### src/rtl/control_pkg.sv
// ----------------------------------------------------------------------------
// control_pkg
// Shared constants for the panel GPIO front end and the control core.
//   GPIO_*        : panel line indices of the command keys and the chunk bank
//   CMD_*         : one-hot encodings of o_cmd ({STOP,MIX,PLAY,REC} = {3,2,1,0})
//   N_CHUNK       : number of chunk-select keys
//   is_onehot_chunk : true when exactly one chunk key bit is set
// ----------------------------------------------------------------------------
package control_pkg;

    localparam int GPIO_REC       = 11;
    localparam int GPIO_PLAY      = 10;
    localparam int GPIO_MIX       = 9;
    localparam int GPIO_STOP      = 8;
    localparam int GPIO_CHUNK_LSB = 0;

    localparam int N_CHUNK = 8;
    localparam int CMD_W   = 4;

    localparam logic [CMD_W-1:0] CMD_REC  = 4'b0001;
    localparam logic [CMD_W-1:0] CMD_PLAY = 4'b0010;
    localparam logic [CMD_W-1:0] CMD_MIX  = 4'b0100;
    localparam logic [CMD_W-1:0] CMD_STOP = 4'b1000;

    // Clearing the lowest set bit leaves zero only for a single-bit value.
    function automatic logic is_onehot_chunk(input logic [N_CHUNK-1:0] v);
        return (v != '0) && ((v & (v - N_CHUNK'(1))) == '0);
    endfunction

endpackage

### src/rtl/gpio_input_conditioner_if.sv
// ----------------------------------------------------------------------------
// gpio_input_conditioner_if
// Bundles the raw panel lines and every conditioned output of the front end.
//   i_gpio_raw    : unsynchronised pin levels (driven by the board side)
//   o_level       : debounced levels, 1 = pressed
//   o_press       : one-cycle pulse on debounced rise
//   o_release     : one-cycle pulse on debounced fall
//   o_cmd         : one-hot command pulse
//   o_chunk_sel   : one-hot chunk key, 0 when none or several are held
//   o_chunk_valid : qualifier for o_chunk_sel; there is no ready, the
//                   consumer simply samples o_chunk_sel while it is 1
// master = the side that drives the pins, slave = the conditioner.
// ----------------------------------------------------------------------------
interface gpio_input_conditioner_if
    import control_pkg::*;
#(
    parameter int N_IN = 12
);
    logic [N_IN-1:0]    i_gpio_raw;
    logic [N_IN-1:0]    o_level;
    logic [N_IN-1:0]    o_press;
    logic [N_IN-1:0]    o_release;
    logic [CMD_W-1:0]   o_cmd;
    logic [N_CHUNK-1:0] o_chunk_sel;
    logic               o_chunk_valid;

    modport master (
        output i_gpio_raw,
        input  o_level, o_press, o_release, o_cmd, o_chunk_sel, o_chunk_valid
    );

    modport slave (
        input  i_gpio_raw,
        output o_level, o_press, o_release, o_cmd, o_chunk_sel, o_chunk_valid
    );
endinterface

### src/rtl/debounce_channel.sv
// ----------------------------------------------------------------------------
// debounce_channel
// One GPIO line: polarity fix, two-flop synchroniser, stability counter,
// debounced level and registered press/release pulses.
//   i_clk, i_rst : clock, asynchronous active-high reset
//   i_raw        : unsynchronised pin
//   o_level      : debounced level
//   o_press      : high in the first cycle of a new 1 level
//   o_release    : high in the first cycle of a new 0 level
// ----------------------------------------------------------------------------
module debounce_channel #(
    parameter int DEBOUNCE_CYCLES = 250000,
    parameter bit ACTIVE_LOW      = 1'b0
) (
    input  logic i_clk,
    input  logic i_rst,
    input  logic i_raw,
    output logic o_level,
    output logic o_press,
    output logic o_release
);
    localparam int               CNT_W    = $clog2(DEBOUNCE_CYCLES);
    localparam logic [CNT_W-1:0] CNT_TERM = CNT_W'(DEBOUNCE_CYCLES - 1);

    logic             pol_w;
    logic             s1_q, s2_q;
    logic [CNT_W-1:0] cnt_q, cnt_d;
    logic             level_q, level_d;
    logic             press_q, press_d;
    logic             release_q, release_d;

    assign pol_w = ACTIVE_LOW ? ~i_raw : i_raw;

    // Plain two-flop synchroniser, nothing between the stages.
    always_ff @(posedge i_clk or posedge i_rst) begin
        if (i_rst) begin
            s1_q <= 1'b0;
            s2_q <= 1'b0;
        end else begin
            s1_q <= pol_w;
            s2_q <= s1_q;
        end
    end

    // The count only runs while the synchronised input disagrees with the
    // level; any agreement restarts it, so only an unbroken run flips.
    always_comb begin
        cnt_d     = cnt_q;
        level_d   = level_q;
        press_d   = 1'b0;
        release_d = 1'b0;
        if (s2_q == level_q) begin
            cnt_d = '0;
        end else if (cnt_q == CNT_TERM) begin
            level_d   = s2_q;
            cnt_d     = '0;
            press_d   = s2_q;
            release_d = ~s2_q;
        end else begin
            cnt_d = cnt_q + CNT_W'(1);
        end
    end

    always_ff @(posedge i_clk or posedge i_rst) begin
        if (i_rst) begin
            cnt_q     <= '0;
            level_q   <= 1'b0;
            press_q   <= 1'b0;
            release_q <= 1'b0;
        end else begin
            cnt_q     <= cnt_d;
            level_q   <= level_d;
            press_q   <= press_d;
            release_q <= release_d;
        end
    end

    assign o_level   = level_q;
    assign o_press   = press_q;
    assign o_release = release_q;

endmodule

### src/rtl/gpio_input_conditioner.sv
// ----------------------------------------------------------------------------
// gpio_input_conditioner
// Conditions the panel GPIO lines: one debounce_channel per line, then a
// priority encoder turning command presses into a single one-hot o_cmd
// pulse, and a one-hot check turning the chunk keys into o_chunk_sel.
//   i_clk, i_rst : clock, asynchronous active-high reset
//   bus (slave)  : i_gpio_raw in; o_level, o_press, o_release, o_cmd,
//                  o_chunk_sel, o_chunk_valid out
// N_IN must match the N_IN of the connected interface instance.
// ----------------------------------------------------------------------------
module gpio_input_conditioner
    import control_pkg::*;
#(
    parameter int N_IN            = 12,
    parameter int DEBOUNCE_CYCLES = 250000,
    parameter bit ACTIVE_LOW      = 1'b0
) (
    input  logic                    i_clk,
    input  logic                    i_rst,
    gpio_input_conditioner_if.slave bus
);
    logic [N_IN-1:0]    level_w, press_w, release_w;
    logic [N_CHUNK-1:0] chunk_w;
    logic [CMD_W-1:0]   cmd_q, cmd_d;
    logic [N_CHUNK-1:0] chunk_sel_q, chunk_sel_d;
    logic               chunk_valid_q, chunk_valid_d;

    for (genvar g = 0; g < N_IN; g++) begin : g_ch
        debounce_channel #(
            .DEBOUNCE_CYCLES (DEBOUNCE_CYCLES),
            .ACTIVE_LOW      (ACTIVE_LOW)
        ) u_ch (
            .i_clk     (i_clk),
            .i_rst     (i_rst),
            .i_raw     (bus.i_gpio_raw[g]),
            .o_level   (level_w[g]),
            .o_press   (press_w[g]),
            .o_release (release_w[g])
        );
    end

    // STOP > MIX > PLAY > REC; losers of a simultaneous press are dropped.
    always_comb begin
        cmd_d = '0;
        if (press_w[GPIO_STOP])      cmd_d = CMD_STOP;
        else if (press_w[GPIO_MIX])  cmd_d = CMD_MIX;
        else if (press_w[GPIO_PLAY]) cmd_d = CMD_PLAY;
        else if (press_w[GPIO_REC])  cmd_d = CMD_REC;
    end

    assign chunk_w = level_w[GPIO_CHUNK_LSB +: N_CHUNK];

    always_comb begin
        chunk_valid_d = is_onehot_chunk(chunk_w);
        chunk_sel_d   = chunk_valid_d ? chunk_w : '0;
    end

    always_ff @(posedge i_clk or posedge i_rst) begin
        if (i_rst) begin
            cmd_q         <= '0;
            chunk_sel_q   <= '0;
            chunk_valid_q <= 1'b0;
        end else begin
            cmd_q         <= cmd_d;
            chunk_sel_q   <= chunk_sel_d;
            chunk_valid_q <= chunk_valid_d;
        end
    end

    assign bus.o_level       = level_w;
    assign bus.o_press       = press_w;
    assign bus.o_release     = release_w;
    assign bus.o_cmd         = cmd_q;
    assign bus.o_chunk_sel   = chunk_sel_q;
    assign bus.o_chunk_valid = chunk_valid_q;

endmodule

### src/flat_wrapper.sv
// flat-port wrapper written by rule: the top's interface ports become plain ports
module gpio_input_conditioner_flat import control_pkg::*;
#(
    parameter int N_IN            = 12,
    parameter int DEBOUNCE_CYCLES = 250000,
    parameter bit ACTIVE_LOW      = 1'b0
)
  (i_clk, i_rst, bus_i_gpio_raw, bus_o_level, bus_o_press, bus_o_release, bus_o_cmd, bus_o_chunk_sel, bus_o_chunk_valid);
  gpio_input_conditioner_if #(.N_IN(N_IN)) bus_i ();
  input  logic i_clk;
  input  logic i_rst;
  input wire logic [$bits(bus_i.i_gpio_raw)-1:0] bus_i_gpio_raw;
  output wire logic [$bits(bus_i.o_level)-1:0] bus_o_level;
  output wire logic [$bits(bus_i.o_press)-1:0] bus_o_press;
  output wire logic [$bits(bus_i.o_release)-1:0] bus_o_release;
  output wire logic [$bits(bus_i.o_cmd)-1:0] bus_o_cmd;
  output wire logic [$bits(bus_i.o_chunk_sel)-1:0] bus_o_chunk_sel;
  output wire logic [$bits(bus_i.o_chunk_valid)-1:0] bus_o_chunk_valid;
  assign bus_i.i_gpio_raw = bus_i_gpio_raw;
  assign bus_o_level = bus_i.o_level;
  assign bus_o_press = bus_i.o_press;
  assign bus_o_release = bus_i.o_release;
  assign bus_o_cmd = bus_i.o_cmd;
  assign bus_o_chunk_sel = bus_i.o_chunk_sel;
  assign bus_o_chunk_valid = bus_i.o_chunk_valid;
  gpio_input_conditioner #(.N_IN(N_IN), .DEBOUNCE_CYCLES(DEBOUNCE_CYCLES), .ACTIVE_LOW(ACTIVE_LOW)) u_core (.i_clk(i_clk), .i_rst(i_rst), .bus(bus_i));
endmodule
### config.mk
export PLATFORM = sky130hd
export DESIGN_NAME = gpio_input_conditioner_flat
export DESIGN_NICKNAME = d
export VERILOG_FILES = /design/src/rtl/control_pkg.sv /design/src/rtl/gpio_input_conditioner_if.sv /design/src/rtl/debounce_channel.sv /design/src/rtl/gpio_input_conditioner.sv /design/src/flat_wrapper.sv
export SDC_FILE = /design/constraint.sdc
export NUM_CORES = 1
export LEC_CHECK = 0
export ABC_AREA = 0
export CAP_MARGIN = 20
export CORE_MARGIN = 5
export CORE_UTILIZATION = 46
export CTS_CLUSTER_DIAMETER = 60
export DETAILED_ROUTE_END_ITERATION = 8
export PLACE_DENSITY_LB_ADDON = 0.25
export SLEW_MARGIN = 20
export SYNTH_ARGS = -nofsm -noshare
export SYNTH_HDL_FRONTEND = slang
export SYNTH_SLANG_ARGS = --single-unit
export TNS_END_PERCENT = 50
### constraint.sdc
create_clock -name i_clk -period 10.9 [get_ports i_clk]
set_clock_uncertainty 0.05 [all_clocks]
set_input_delay 2.18 -clock i_clk [delete_from_list [all_inputs] [get_ports i_clk]]
set_output_delay 2.18 -clock i_clk [all_outputs]
set_load 0.03 [all_outputs]
==> summary.rpt, run 1 <==
PHYSICAL IMPLEMENTATION REPORT
----------------------------------------------------
[Status]
  Run status ........................ complete, no violations

[Place]
  Cells after DPL ........................ 1690
  Post-DP Area ........................ 14340 um2
  RePlAce Congestion ........................ 0.8050

[Critical path]
  Ordered cell list for the critical path ........................ clkdlybuf4s50_1
  Arrival @ worst endpoint ........................ 1.89 ns
  Critical path required time ........................ between 8 and 9 ns
  Classification of the worst setup path ........................ reg -> out
  Depth of the worst register-to-register path ........................ 4
  Worst path bufs/invs ........................ 1
  Path length in cells of the critical path ........................ 1
  Slowest Stage Delay on Critical Path ........................ 0.77 ns
  Element type at the critical path start ........................ flip-flop

[Synthesis]
  Per-instance average area after synthesis ........................ 10.45 um2
  Synthesized instance count ........................ 1292
  Number of enable-type register cells in the synthesized netlist ........................ 0
  Area share, top type ........................ between 50% and 60%
  Post-synthesis chip area from yosys ........................ 13500 um2
  Aoi share ........................ 5.199%
  Yosys stat cell total ........................ between 1000 and 1500
  Share of the yosys chip area belonging to registers ........................ ~54%
  Most popular library cell in the synthesized design by count ........................ sky130_fd_sc_hd__dfrtp_1
  Share of synthesized area spent on multiplexers ........................ 1.001%
  Yosys warnings ........................ 0

[GRT]
  Maximum number of pins on one net before global-route repair ........................ 160
  Vias in the first global route ........................ 9175
  First-pass GRT wire length ........................ 45170 um
  Met1 routing resource usage after global routing ........................ 22.85%
  GR Layer Usage met2 ........................ 24.54%
  Initial antenna violation count ........................ 0
  Remaining global-route overflow ........................ 0

[Power]
  Power of the sequential group ........................ 0.00111 W
  Standby leakage power ........................ 6.133 nW
  Reported clock group power ........................ 0.00116 W
  Power, Total ........................ 0.002324 W
  Max VDD drop ........................ around 0.094 mV
  Internal Pwr Total ........................ around 0.0018 W
  Switch Pwr ........................ between 0.0005 and 0.0006 W
  Pwr top ........................ clock
  Combinational Power Share ........................ 2.7%
  Part of the power in registers ........................ 47.6%
  Clk network pwr share ........................ 49.8%
  Comb power ........................ 0.0000621 W

[CTS]
  Latest clock arrival within the worst-skew pair ........................ 0.51 ns
  Worst-path clk slew ........................ 0.06 ns
  Number of sinks on the clock net ........................ 289
  Maximum count of clock buffers along a single path ........................ 3
  Total clock buffers created by CTS ........................ 35
  Root cell of the clock tree ........................ sky130_fd_sc_hd__clkbuf_16
  TritonCTS clock tree ........................ yes

[Flow run]
  Max-capacitance violation count ........................ 0
  Warning total across the stage logs ........................ 30

[Floorplanning]
  Top-level I/O count ........................ 63

[Timing]
  Worst-case setup margin in the final layout ........................ 6.782 ns
  Setup-violating endpoint count in the final report ........................ 0
  Final slew viol count ........................ 0
  Final tally of hold violations ........................ 0
  Tcrit/Tclk final ........................ 37.78%
  Actual transition at the worst max-transition pin ........................ around 0.92 ns

[Worst hold path]
  Source of the worst hold timing path ........................ u_core.g_ch[1].u_ch.s1_q
  Worst hold path endpoint ........................ u_core.g_ch[1].u_ch.s2_q

[Cells and area]
  FF/Latch Area ........................ 7232 um2
  Non-clock inverter count ........................ 28
  Clock-cell share of area ........................ 7.489%
  Number of flip-flops in the largest register ........................ 216
  Buffers, non-clock ........................ roughly 75
  Final-layout non-clock buffer area share ........................ 4.713%
  Post-layout instance count excluding filler cells ........................ around 1800

[Detailed routing]
  Residual DRC ........................ 0
  Total iterations of the first detailed-routing run ........................ 7
  Top routing layer in use ........................ met4
  Vias per inst ........................ between 5 and 6
  Routed wl met3 ........................ 1254 um

----------------------------------------------------
**Run 1: wiring heat map**

The bar under the picture is 50 um long. The die is cut into 36 by 36 equal tiles; black is low, pale yellow is high, scaled to the fullest tile. Values are wire area over tile area, all layers added.
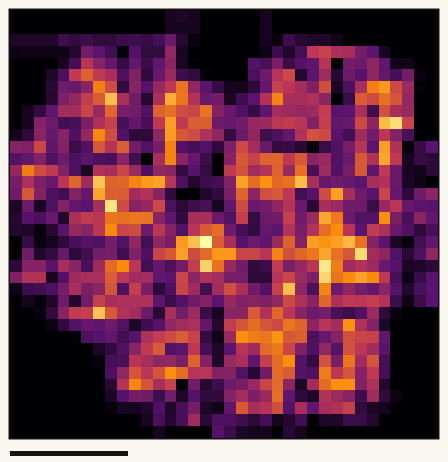
mean over tiles = 0.13
tiles over half the peak = 19%
nearly empty tiles = 22%
via count: 9561
per-cell routed wire length: 14.82 um
aggregate routed wire length: 25960 um
Tot GR Track Use: 15.94%

**Run 1: close-up of the layout**

The bar under the picture is 20 um long. Region (20, 20) to (70, 70) um. Cells in gray, sequential cells in the stronger gray; small squares are vias.
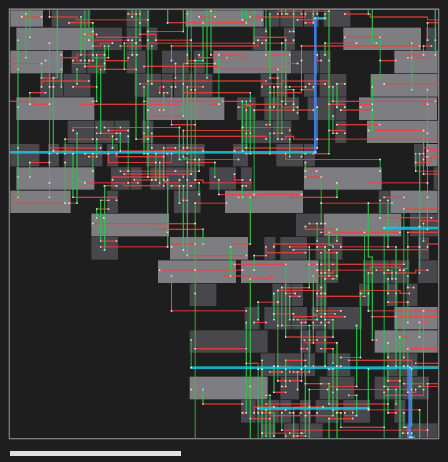
met4 -> blue
met2 -> green
met1 -> red
met3 -> cyan
most frequent = nor2_1 (26), dfrtp_1 (24), xnor2_1 (13)
netlist names of flops here include = `u_core.g_ch.u_ch.cnt_q` (24)
cells with their middle in the window = 135
sequential cells in the window = 24

**Run 1: placement view**

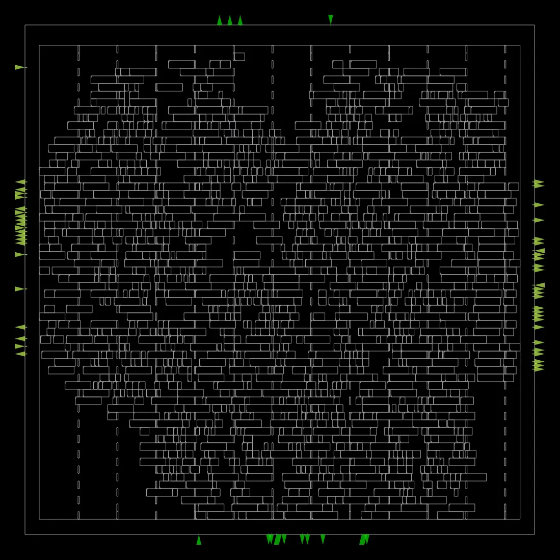
sequential fraction of total cell area: 46.65%
Floorplan Core Area: 28860 um2
flip-flop and latch count: 289
standard-cell row count: 62
total of fill cells in the finished design: 2571

**Run 1: cells colored by class**

Fill, decap, tap and diode cells in gray.
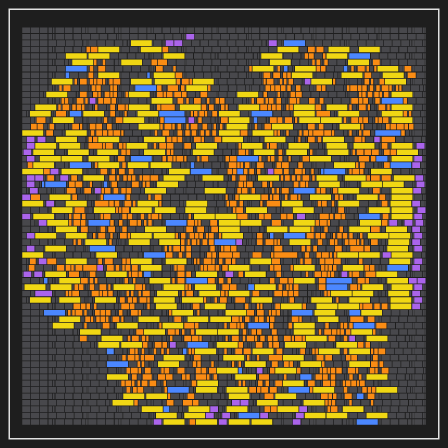

## Run 2: what changed since run 1
- clock period: 10.9 -> 4 ns (I/O delays scaled with it)
**Run 2: cells colored by class**

Fill, decap, tap and diode cells in gray.
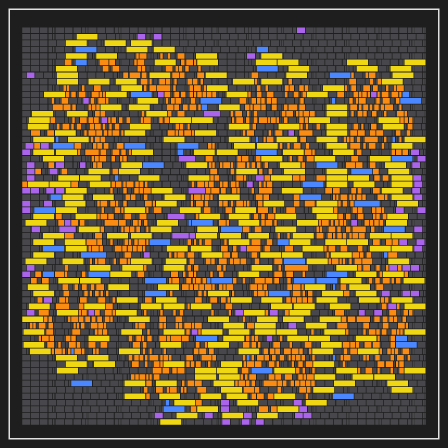
other buffers and delay cells -> purple  # cells 84
flip-flops -> yellow  # cells 289
all other logic -> orange  # cells 942
clock drivers and dummy loads -> blue  # cells 61
sequential fraction of total cell area: 46.31%
share of the core filled with cells in the final layout: 54.11%
post-route design area: 15620 um2

==> summary.rpt, run 2 <==
PHYSICAL IMPLEMENTATION REPORT
----------------------------------------------------
[Status]
  Run status ........................ complete, no violations

[CTS]
  Number of buffers inserted to repair setup after CTS ........................ 0
  Number of sinks on the clock net ........................ 289 (unchanged)
  Latest clock arrival within the worst-skew pair ........................ 0.50 ns (about the same)
  Maximum count of clock buffers along a single path ........................ 3 (unchanged)
  Worst-path clk slew ........................ 0.06 ns (about the same)
  Total of cells resized after clock tree synthesis ........................ 0
  Total clock buffers created by CTS ........................ 34 (-2.9%)
  Maximum level of the CTS H-tree ........................ 2
  Total of hold buffers inserted after clock tree synthesis ........................ 0
  Root cell of the clock tree ........................ sky130_fd_sc_hd__clkbuf_16
  TritonCTS clock tree ........................ yes

[Cells and area]
  Layout cell share with drive strength beyond 1 ........................ 9.375%
  Clock-cell share of area ........................ 7.347% (-0.14 points)
  Post-layout instance count excluding filler cells ........................ 1760 (+0.46%)
  Diode insertion count for antenna repair ........................ 0
  Non-clock inverter count ........................ 28 (unchanged)
  Commonest non-fill, non-tap cell in the layout ........................ sky130_fd_sc_hd__dfrtp_1
  Final net count ........................ ~1400
  Total of fill cells in the finished design ........................ 2559 (-0.47%)
  Combinational cell area excluding buffers and inverters ........................ roughly 5800 um2
  Comb/total area ........................ a little under two fifths
  Commonest cells after routing, fill and taps aside ........................ sky130_fd_sc_hd__dfrtp_1, sky130_fd_sc_hd__nor2_1, sky130_fd_sc_hd__xnor2_1, sky130_fd_sc_hd__nand3_1, sky130_fd_sc_hd__nand2_1
  Growth of design area from synthesis to finish ........................ 15.67%
  Flip-flop and latch count ........................ 289 (unchanged)
  Buffers, non-clock ........................ 84 (+12%)
  FF/Latch Area ........................ 7232 um2 (unchanged)
  Leading cell kind ........................ registers
  Most flop-heavy register ........................ u_core.g_ch.u_ch.cnt_q
  Number of flip-flops in the largest register ........................ 216 (unchanged)
  Final-layout non-clock buffer area share ........................ 5.512% (+0.80 points)
  Tally of clock buffers in the finished layout ........................ 51

[Detailed routing]
  Top routing layer in use ........................ met4
  M1 wire length ........................ 12550 um
  Residual DRC ........................ 0 (unchanged)
  Drt first-iter violations ........................ 484
  Final ANT Viol Nets ........................ 0
  Total iterations of the first detailed-routing run ........................ 5 (-2)
  Vias per inst ........................ 5.426 (-0.57%)
  Routed wl met3 ........................ 1102 um (-12%)
  Wire length on met2 ........................ 11860 um

[Synthesis]
  Per-instance average area after synthesis ........................ 10.45 um2 (unchanged)
  Largest cells by area after synthesis ........................ sky130_fd_sc_hd__dfrtp_1, sky130_fd_sc_hd__xnor2_1, sky130_fd_sc_hd__nor2_1
  Share of the yosys chip area belonging to registers ........................ 53.57% (unchanged)
  Dominant cell type by area after synthesis ........................ sky130_fd_sc_hd__dfrtp_1
  Top cells by count, synth ........................ sky130_fd_sc_hd__dfrtp_1, sky130_fd_sc_hd__nor2_1, sky130_fd_sc_hd__xnor2_1
  Most popular library cell in the synthesized design by count ........................ sky130_fd_sc_hd__dfrtp_1
  Yosys stat cell total ........................ 1292 (unchanged)
  Number of enable-type register cells in the synthesized netlist ........................ 0 (unchanged)
  Post-synthesis simple-gate area fraction ........................ 24.90%
  Aoi share ........................ 5.199% (unchanged)
  Share of synthesized area spent on multiplexers ........................ 1.001% (unchanged)
  Main flop type ........................ sky130_fd_sc_hd__dfrtp_1
  XOR/XNOR Area Share ........................ 10.57%
  Summed instance area of the synthesized netlist ........................ 13500 um2
  Area share, top type ........................ 53.57% (unchanged)
  Synthesized instance count ........................ 1292 (unchanged)
  Asr flop ratio synth ........................ 100.0%
  Yosys warnings ........................ 0 (unchanged)
  Post-synthesis chip area from yosys ........................ 13500 um2 (unchanged)
  Flop and latch count out of synthesis ........................ 289

[Worst hold path]
  Source of the worst hold timing path ........................ u_core.g_ch[9].u_ch.s1_q
  Min-Delay Path Class ........................ reg -> reg
  Worst hold path endpoint ........................ u_core.g_ch[9].u_ch.s2_q

[Power]
  Comb power ........................ 0.000185 W (+200%)
  Clk network pwr share ........................ 49.2% (-0.6 points)
  Power of the sequential group ........................ 0.00301 W (+170%)
  Combinational Power Share ........................ 2.9% (+0.2 points)
  Switch Pwr ........................ 0.001325 W (+160%)
  Part of the power in registers ........................ 47.9% (+0.3 points)
  Max VDD drop ........................ 0.3421 mV (+260%)
  Reported clock group power ........................ 0.00309 W (+170%)
  Sw Share ........................ between 20% and 30%
  Pwr top ........................ clock
  Standby leakage power ........................ 6.181 nW (+0.79%)
  Internal Pwr Total ........................ 0.004962 W (+170%)
  Power, Total ........................ 0.006287 W (+170%)

[Timing]
  Minimum period implied by the final worst setup slack ........................ 2.721 ns
  Maximum achievable frequency ........................ 0.3675 GHz
  Slew margin rel. ........................ 38.74%
  Final tally of hold violations ........................ 0 (unchanged)
  Actual transition at the worst max-transition pin ........................ 0.9169 ns (-0.005942 ns)
  Tcrit/Tclk final ........................ 68.03%
  Worst-case setup margin in the final layout ........................ 1.279 ns (-5.503 ns)
  Setup-violating endpoint count in the final report ........................ 0 (unchanged)
  Final slew viol count ........................ 0 (unchanged)

[Floorplanning]
  Floorplan Core Area ........................ 28860 um2 (unchanged)
  Standard-cell row count ........................ 62 (unchanged)
  Total die size ........................ ~33000 um2
  Number of tap instances ........................ between 300 and 400
  Top-level I/O count ........................ 63 (unchanged)
  Horizontal die dimension ........................ between 150 and 200 um
  Pre-Place Util ........................ 46.78%

[GRT]
  GR Layer Usage met2 ........................ 25.12% (+0.58 points)
  First-pass GRT wire length ........................ 45240 um (+0.14%)
  Met1 routing resource usage after global routing ........................ 22.73% (-0.13 points)
  Remaining global-route overflow ........................ 0 (unchanged)
  Initial antenna violation count ........................ 0 (unchanged)
  Met3 global-route usage ........................ between 2 and 3%
  Maximum number of pins on one net before global-route repair ........................ 44 (-73%)
  Busiest layer in global routing ........................ met2
  Vias in the first global route ........................ 9455 (+3.1%)
  Tot GR Track Use ........................ 16.01% (+0.073 points)

[Critical path]
  Classification of the worst setup path ........................ reg -> out
  Path length in cells of the critical path ........................ 1 (unchanged)
  Ordered cell list for the critical path ........................ clkdlybuf4s50_1
  Worst setup path startpoint ........................ u_core.g_ch[7].u_ch.o_level
  Element type at the critical path start ........................ flip-flop
  Crit path capture ........................ bus_o_level[7]
  Worst r2r src ........................ u_core.g_ch[5].u_ch.cnt_q[0]
  Critical path required time ........................ 3.15 ns (-5.52 ns)
  Worst-path cell with the longest stage delay ........................ sky130_fd_sc_hd__clkdlybuf4s50_1
  Slowest Stage Delay on Critical Path ........................ 0.76 ns (about the same)
  Arrival @ worst endpoint ........................ 1.87 ns (-0.02 ns)
  Critical register-to-register path endpoint ........................ u_core.g_ch[5].u_ch.cnt_q[3]
  Critical path fanouts, max ........................ 11
  Worst path bufs/invs ........................ 1 (unchanged)
  Worst reg-to-reg setup slack ........................ roughly 1.7 ns
  Depth of the worst register-to-register path ........................ 5 (+1)

[Flow run]
  Warning total across the stage logs ........................ 27 (-10%)
  Max-capacitance violation count ........................ 0 (unchanged)

[Place]
  Cells after DPL ........................ 1699 (+0.53%)
  Port Buffer Count ........................ 62
  RePlAce Congestion ........................ 0.8298 (+3.1%)
  HPWL after detailed placement ........................ between 15000 and 20000 um
  Post-DP Area ........................ 14470 um2 (+0.88%)

----------------------------------------------------
**Run 2: wiring heat map**

The bar under the picture is 50 um long. The die is cut into 36 by 36 equal tiles; black is low, pale yellow is high, scaled to the fullest tile. Values are wire area over tile area, all layers added.
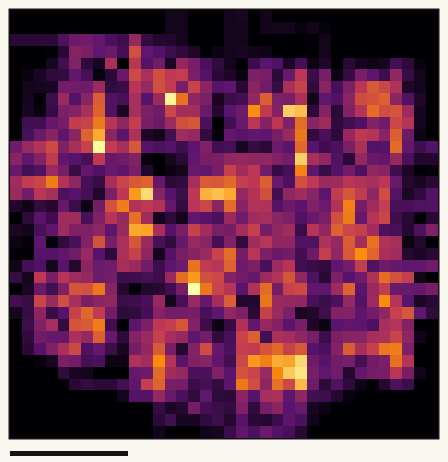
via count: 9550
aggregate routed wire length: 26170 um
per-cell routed wire length: 14.87 um

**Run 2: placement view**

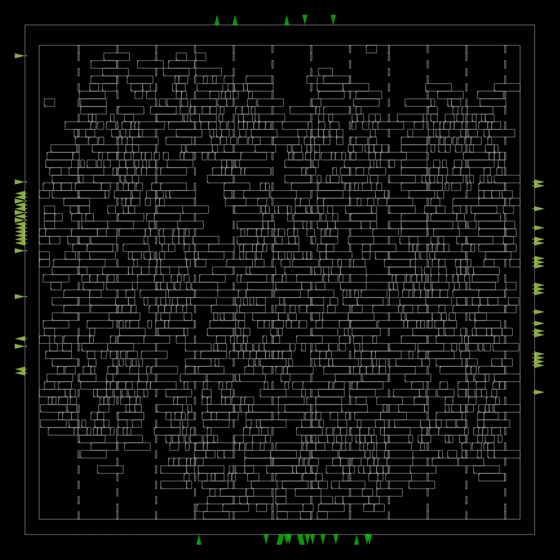

## Run 3: what changed since run 2
- clock period: 4 -> 2.8 ns (I/O delays scaled with it)
**Run 3: placement view**

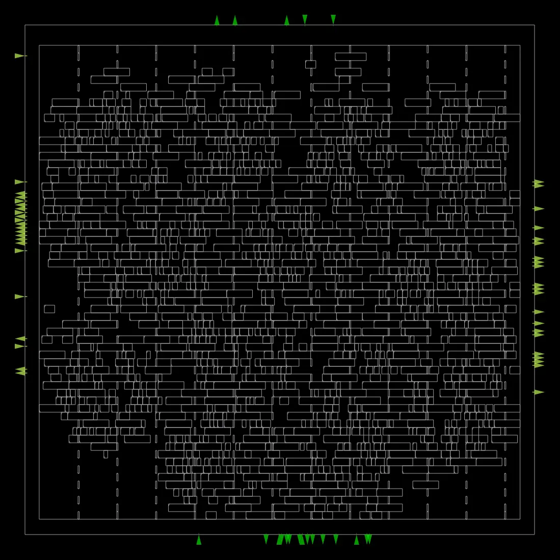
share of the core filled with cells in the final layout: 54.36%
number of tap instances: 384

**Run 3: register map, names as in the netlist**

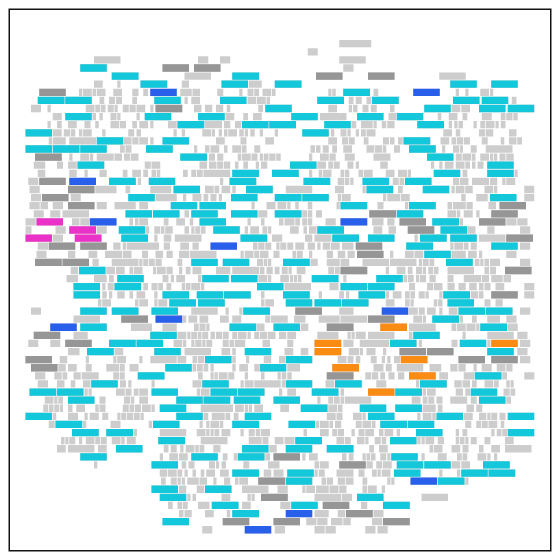
`u_core.g_ch.u_ch.s2_q` -> blue  # placed flops 12, where widely spread
`u_core.g_ch.u_ch.cnt_q` -> cyan  # placed flops 216, where widely spread
`u_core.bus.o_cmd` -> magenta  # placed flops 4, where west
`u_core.bus.o_chunk_sel` -> orange  # placed flops 8
FF/Latch Area: 7232 um2
power of the sequential group: 0.00430 W
sequential fraction of total cell area: 46.10%

==> summary.rpt, run 3 <==
PHYSICAL IMPLEMENTATION REPORT
----------------------------------------------------
[Cells and area]
  Buffers, non-clock ........................ 89 (+6.0%)
  Leading cell kind ........................ registers
  Post-route design area ........................ 15690 um2 (+0.46%)
  Growth of design area from synthesis to finish ........................ 16.20%
  Diode insertion count for antenna repair ........................ 1 (+1)
  Non-clock inverter count ........................ 28 (unchanged)
  Total of fill cells in the finished design ........................ 2597 (+1.5%)
  Commonest cells after routing, fill and taps aside ........................ sky130_fd_sc_hd__dfrtp_1, sky130_fd_sc_hd__nor2_1, sky130_fd_sc_hd__xnor2_1, sky130_fd_sc_hd__nand3_1, sky130_fd_sc_hd__nand2_1
  Commonest non-fill, non-tap cell in the layout ........................ sky130_fd_sc_hd__dfrtp_1
  Combinational cell area excluding buffers and inverters ........................ 5787 um2 (unchanged)
  Comb/total area ........................ 36.89% (-0.17 points)
  Number of flip-flops in the largest register ........................ 216 (unchanged)
  Clock-cell share of area ........................ 7.433% (+0.086 points)
  Flip-flop and latch count ........................ 289 (unchanged)
  Final-layout non-clock buffer area share ........................ 5.806% (+0.29 points)
  Tally of clock buffers in the finished layout ........................ 51 (unchanged)
  Layout cell share with drive strength beyond 1 ........................ 9.572% (+0.20 points)
  Post-layout instance count excluding filler cells ........................ 1764 (+0.23%)

[CTS]
  Number of sinks on the clock net ........................ 289 (unchanged)
  Worst-path clk slew ........................ 0.06 ns (about the same)
  Root cell of the clock tree ........................ sky130_fd_sc_hd__clkbuf_16
  Maximum count of clock buffers along a single path ........................ 3 (unchanged)
  Total clock buffers created by CTS ........................ 34 (unchanged)
  Latest clock arrival within the worst-skew pair ........................ 0.49 ns (about the same)
  TritonCTS clock tree ........................ yes
  Total of cells resized after clock tree synthesis ........................ 0 (unchanged)
  Number of buffers inserted to repair setup after CTS ........................ 0 (unchanged)
  Maximum level of the CTS H-tree ........................ 2 (unchanged)

[Synthesis]
  Aoi share ........................ 5.199% (unchanged)
  Share of synthesized area spent on multiplexers ........................ 1.001% (unchanged)
  Synthesized instance count ........................ 1292 (unchanged)
  XOR/XNOR Area Share ........................ 10.57% (unchanged)
  Summed instance area of the synthesized netlist ........................ 13500 um2 (unchanged)
  Share of the yosys chip area belonging to registers ........................ 53.57% (unchanged)
  Post-synthesis chip area from yosys ........................ 13500 um2 (unchanged)
  Largest cells by area after synthesis ........................ sky130_fd_sc_hd__dfrtp_1, sky130_fd_sc_hd__xnor2_1, sky130_fd_sc_hd__nor2_1
  Main flop type ........................ sky130_fd_sc_hd__dfrtp_1
  Yosys stat cell total ........................ 1292 (unchanged)
  Flop and latch count out of synthesis ........................ 289 (unchanged)
  Asr flop ratio synth ........................ 100.0% (unchanged)
  Area share, top type ........................ 53.57% (unchanged)
  Per-instance average area after synthesis ........................ 10.45 um2 (unchanged)
  Dominant cell type by area after synthesis ........................ sky130_fd_sc_hd__dfrtp_1

[GRT]
  Met1 routing resource usage after global routing ........................ 23.74% (+1.0 points)
  GR Layer Usage met2 ........................ 24.57% (-0.55 points)
  First-pass GRT wire length ........................ 45750 um (+1.1%)
  Remaining global-route overflow ........................ 0 (unchanged)
  Vias in the first global route ........................ 9400 (-0.58%)
  Maximum number of pins on one net before global-route repair ........................ 80 (+82%)
  Initial antenna violation count ........................ 0 (unchanged)
  Tot GR Track Use ........................ 16.05% (+0.035 points)
  Met3 global-route usage ........................ 3.137% (+0.20 points)

[Timing]
  Minimum period implied by the final worst setup slack ........................ 2.492 ns
  Worst-case setup margin in the final layout ........................ 0.3084 ns (-0.9703 ns)
  Maximum achievable frequency ........................ between 0.4 and 0.5 GHz
  Tcrit/Tclk final ........................ 88.98%
  Slew margin rel. ........................ 54.70% (+16 points)
  Actual transition at the worst max-transition pin ........................ 0.6733 ns (-0.2436 ns)
  Final tally of hold violations ........................ 0 (unchanged)
  Setup-violating endpoint count in the final report ........................ 0 (unchanged)

[Power]
  Part of the power in registers ........................ 47.3% (-0.6 points)
  Pwr top ........................ clock
  Switch Pwr ........................ 0.001908 W (+44%)
  Internal Pwr Total ........................ 0.007184 W (+45%)
  Standby leakage power ........................ 6.213 nW (+0.52%)
  Power, Total ........................ 0.009091 W (+45%)
  Max VDD drop ........................ 0.3984 mV (+16%)
  Combinational Power Share ........................ 3.0% (about the same)
  Reported clock group power ........................ 0.00452 W (+46%)
  Clk network pwr share ........................ 49.7% (+0.5 points)
  Comb power ........................ 0.000272 W (+47%)

[Floorplanning]
  Top-level I/O count ........................ 63 (unchanged)
  Floorplan Core Area ........................ 28860 um2 (unchanged)
  Pre-Place Util ........................ 46.78% (unchanged)
  Horizontal die dimension ........................ 181.3 um (unchanged)
  Total die size ........................ 32880 um2 (unchanged)

[Place]
  HPWL after detailed placement ........................ 17810 um (-1.5%)
  RePlAce Congestion ........................ 0.8425 (+1.5%)
  Post-DP Area ........................ 14520 um2 (+0.35%)
  Pre-CTS setup slack ........................ 0.7120 ns
  Cells after DPL ........................ 1704 (+0.29%)
  Port Buffer Count ........................ 62 (unchanged)

[Detailed routing]
  Vias per inst ........................ 5.404 (-0.41%)
  Residual DRC ........................ 0 (unchanged)
  Final ANT Viol Nets ........................ 0 (unchanged)
  Aggregate routed wire length ........................ 26150 um (about the same)
  Wire length on met2 ........................ 11640 um (-1.9%)
  Total iterations of the first detailed-routing run ........................ 5 (unchanged)
  M1 wire length ........................ 12990 um (+3.5%)
  Per-cell routed wire length ........................ 14.82 um (-0.31%)
  Drt first-iter violations ........................ 553 (+14%)
  Via count ........................ 9532 (-0.19%)

[Critical path]
  Crit path capture ........................ bus_o_level[7]
  Worst r2r src ........................ u_core.g_ch[2].u_ch.o_level
  Crit. End Element ........................ output pin
  Ordered cell list for the critical path ........................ clkdlybuf4s50_1
  Critical register-to-register path endpoint ........................ u_core.bus.o_chunk_sel[1]
  Critical path required time ........................ 2.19 ns (-0.96 ns)
  Critical path fanouts, max ........................ 12 (+1)
  Arrival @ worst endpoint ........................ 1.88 ns (about the same)
  Worst reg-to-reg setup slack ........................ 0.69 ns (-1.03 ns)
  Worst-path cell with the longest stage delay ........................ sky130_fd_sc_hd__clkdlybuf4s50_1
  Worst setup path startpoint ........................ u_core.g_ch[7].u_ch.o_level
  Worst path bufs/invs ........................ 1 (unchanged)
  Path length in cells of the critical path ........................ 1 (unchanged)
  Classification of the worst setup path ........................ reg -> out

[Worst hold path]
  Min-Delay Path Class ........................ reg -> reg
  Source of the worst hold timing path ........................ u_core.g_ch[6].u_ch.s1_q
  Worst hold path endpoint ........................ u_core.g_ch[6].u_ch.s2_q

[Flow run]
  Max-capacitance violation count ........................ 0 (unchanged)
  Warning total across the stage logs ........................ 27 (unchanged)

[Status]
  Run status ........................ complete, no violations

----------------------------------------------------
Power figures rest on the tool's default switching activity, not on a simulated workload.
